==> src/rtl/mux_4x1_pkg.sv <==
// Shared select encoding for the 4-to-1 gate-level multiplexer.
package mux_4x1_pkg;

  typedef enum logic [1:0] {
    SEL_I0 = 2'b00,
    SEL_I1 = 2'b01,
    SEL_I2 = 2'b10,
    SEL_I3 = 2'b11
  } sel_e;

  localparam int unsigned NUM_TERMS = 4;

endpackage

==> src/rtl/mux_4x1_decode.sv <==
// Select decoder: inverted selects and the four one-hot product-term enables.
module mux_4x1_decode
  import mux_4x1_pkg::*;
(
  input  logic                 i_b,
  input  logic                 i_c,
  output logic                 o_nb,
  output logic                 o_nc,
  output logic [NUM_TERMS-1:0] o_en
);

  logic w_nb;
  logic w_nc;

  assign w_nb = ~i_b;
  assign w_nc = ~i_c;

  // Plain gates so X/Z on a select propagates naturally.
  assign o_en[SEL_I0] = w_nb & w_nc;
  assign o_en[SEL_I1] = w_nb & i_c;
  assign o_en[SEL_I2] = i_b  & w_nc;
  assign o_en[SEL_I3] = i_b  & i_c;

  assign o_nb = w_nb;
  assign o_nc = w_nc;

endmodule

==> src/rtl/mux_4x1.sv <==
// 4-to-1 mux as a two-level AND/OR network with every term registered for debug.
module mux_4x1
  import mux_4x1_pkg::*;
#(
  parameter int unsigned WIDTH = 1
) (
  input  logic             clk_in,
  input  logic             rst_in,
  input  logic [WIDTH-1:0] i0_in,
  input  logic [WIDTH-1:0] i1_in,
  input  logic [WIDTH-1:0] i2_in,
  input  logic [WIDTH-1:0] i3_in,
  input  logic             b_in,
  input  logic             c_in,
  output logic             nb_out,
  output logic             nc_out,
  output logic [WIDTH-1:0] a1_out,
  output logic [WIDTH-1:0] a2_out,
  output logic [WIDTH-1:0] a3_out,
  output logic [WIDTH-1:0] a4_out,
  output logic [WIDTH-1:0] y_out
);

  logic                 w_nb;
  logic                 w_nc;
  logic [NUM_TERMS-1:0] w_en;
  logic [WIDTH-1:0]     w_a1;
  logic [WIDTH-1:0]     w_a2;
  logic [WIDTH-1:0]     w_a3;
  logic [WIDTH-1:0]     w_a4;
  logic [WIDTH-1:0]     w_y;

  logic                 r_nb;
  logic                 r_nc;
  logic [WIDTH-1:0]     r_a1;
  logic [WIDTH-1:0]     r_a2;
  logic [WIDTH-1:0]     r_a3;
  logic [WIDTH-1:0]     r_a4;
  logic [WIDTH-1:0]     r_y;

  mux_4x1_decode u_decode (
    .i_b  (b_in),
    .i_c  (c_in),
    .o_nb (w_nb),
    .o_nc (w_nc),
    .o_en (w_en)
  );

  assign w_a1 = i0_in & {WIDTH{w_en[SEL_I0]}};
  assign w_a2 = i1_in & {WIDTH{w_en[SEL_I1]}};
  assign w_a3 = i2_in & {WIDTH{w_en[SEL_I2]}};
  assign w_a4 = i3_in & {WIDTH{w_en[SEL_I3]}};
  assign w_y  = w_a1 | w_a2 | w_a3 | w_a4;

  // Reset clears nb/nc to 0 as well; they are not forced to mirror the selects.
  always_ff @(posedge clk_in) begin
    if (rst_in) begin
      r_nb <= 1'b0;
      r_nc <= 1'b0;
      r_a1 <= '0;
      r_a2 <= '0;
      r_a3 <= '0;
      r_a4 <= '0;
      r_y  <= '0;
    end else begin
      r_nb <= w_nb;
      r_nc <= w_nc;
      r_a1 <= w_a1;
      r_a2 <= w_a2;
      r_a3 <= w_a3;
      r_a4 <= w_a4;
      r_y  <= w_y;
    end
  end

  assign nb_out = r_nb;
  assign nc_out = r_nc;
  assign a1_out = r_a1;
  assign a2_out = r_a2;
  assign a3_out = r_a3;
  assign a4_out = r_a4;
  assign y_out  = r_y;

endmodule

==> config.mk <==
export PLATFORM = sky130hd
export DESIGN_NAME = mux_4x1
export DESIGN_NICKNAME = d
export VERILOG_FILES = /design/src/rtl/mux_4x1_pkg.sv /design/src/rtl/mux_4x1_decode.sv /design/src/rtl/mux_4x1.sv
export SDC_FILE = /design/constraint.sdc
export NUM_CORES = 1
export LEC_CHECK = 0
export ABC_AREA = 1
export CAP_MARGIN = 20
export CORE_AREA = 4 4 41 43
export CTS_BUF_LIST = sky130_fd_sc_hd__clkbuf_8
export DETAILED_ROUTE_END_ITERATION = 8
export DIE_AREA = 0 0 45 47
export MAX_ROUTING_LAYER = met4
export PLACE_DENSITY = 0.55
export SLEW_MARGIN = 5
export SYNTH_ARGS = -nofsm -noshare
export SYNTH_HDL_FRONTEND = slang
export SYNTH_HIERARCHICAL = 1
export SYNTH_SLANG_ARGS = --single-unit
==> constraint.sdc <==
create_clock -name clk_in -period 1.1 [get_ports clk_in]
set_clock_uncertainty 0.2 [all_clocks]
set_input_delay 0.33 -clock clk_in [delete_from_list [all_inputs] [get_ports clk_in]]
set_output_delay 0.33 -clock clk_in [all_outputs]
set_load 0.03 [all_outputs]
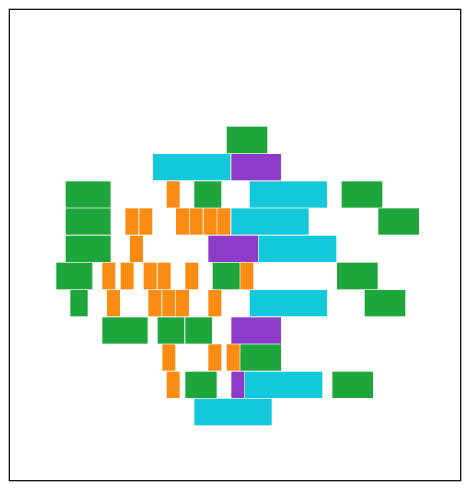
**Above:** cells colored by class.
Drawn at 10 px/um.
- flops: cyan (cells 7)
- other buffers and delay cells: green (cells 18)
- clock drivers and dummy loads: purple (cells 4)
- combinational and other logic: orange (cells 23)
row count: 13
area of the core: 1300 um2
Seq area share: 30.9%
Core Util, Final: 37.0%
final instance area: 482 um2

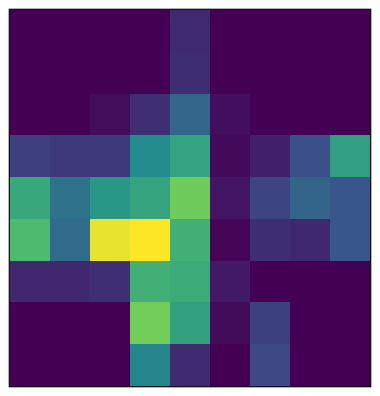
**Above:** wiring heat map.
Drawn at 8 px/um. The die is cut into 9 by 9 equal tiles; dark purple is low, yellow is high, scaled to the fullest tile. Values are wire area over tile area, all layers added.
- tiles over half the peak: 17%
- nearly empty tiles: 44%
- fullest tile: 0.21
total wire length: 468 um
vias: 233
Total Routing Usage GR: 4.90%

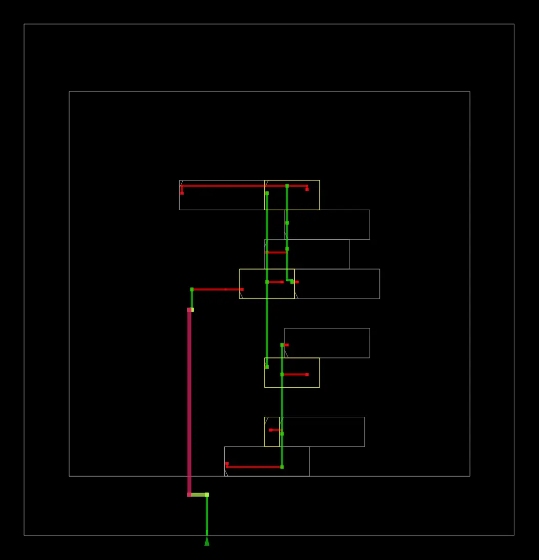
**Above:** the clock network.
flip-flops: 7
CTS buffer count: 3
CLK BUF: 3

==> notes.md <==
run results: status finished with violations, failing checks negative setup slack, # diodes 0, largest stage delay on the critical path 0.31 ns, worst rel slew slack 85.3%, total grt overflow 0, asr flop ratio synth 0%, final setup margin -0.0833 ns, most instantiated cells after synthesis nor2_1 (11), dfxtp_1 (7), nand2_1 (7), Synth area leader dfxtp_1, Post-synth EDFFs 0, final setup fails 7, Clock Network Area Fraction 9.35%, antenna-violating nets left 0, total of max-cap violations 0, Post-Synth Simple-Gate Area 29.8%, GR Layer Usage met2 about 7.3%, xor/xnor share 0%, CTS resizes 17, GPL Wtd Cong 0.685, tally of non-filler cells in the final layout 67, Seq share, synth 61.9%, setup TNS -0.570 ns, Peak VDD IR 0.487 mV, most numerous logic cell after layout nor2_1, via/cell ratio 3.48, internal power about 560 uW, clock sinks 7, hold endpoint a3_out, Top cells by area dfxtp_1 (62%), nor2_1 (18%), nand2_1 (12%), inv_1 (8.3%), Clock power frac 47.6%, Tap Count 15, Adder Area Share 0%, Seq. pwr around 270 uW, cts hold-fix bufs 0, nonclk inv count 5, met1 usage 4.34%, highest metal used met4, M3 GR Usage 0%, critical path type register to output pin, net load switching power 147 uW, initial antenna violation count 0, Sequential Power Share 38.7%, IO buf count 14, pwr dens 1460 nW/um2, fp util 17.4%, largest net degree at the start of global routing 8, Comb gates 18, Mapped Cells 30, share of cells above drive strength 1 44.2%, Pwr top clock, Yosys cell types 4, worst slew pin tran ~0.22 ns, logic share of the area 14.0%, Crit. Startpoint nc_out, post-synth area from yosys stat 226 um2, Iter 0 DRT Violations 3, Dominant Register Cell dfxtp_1, synthesized area 226 um2, Place WS -0.403 ns, fin crit period 1.18 ns, final hold vios 0, synth warn 6, die area ~2100 um2, yosys stat cell total 30, worst hold path type input port to register, Slowest-stage cell, CP dfxtp_2, CTS tree yes, Synth top cell by count nor2_1
Power figures rest on the tool's default switching activity, not on a simulated workload.
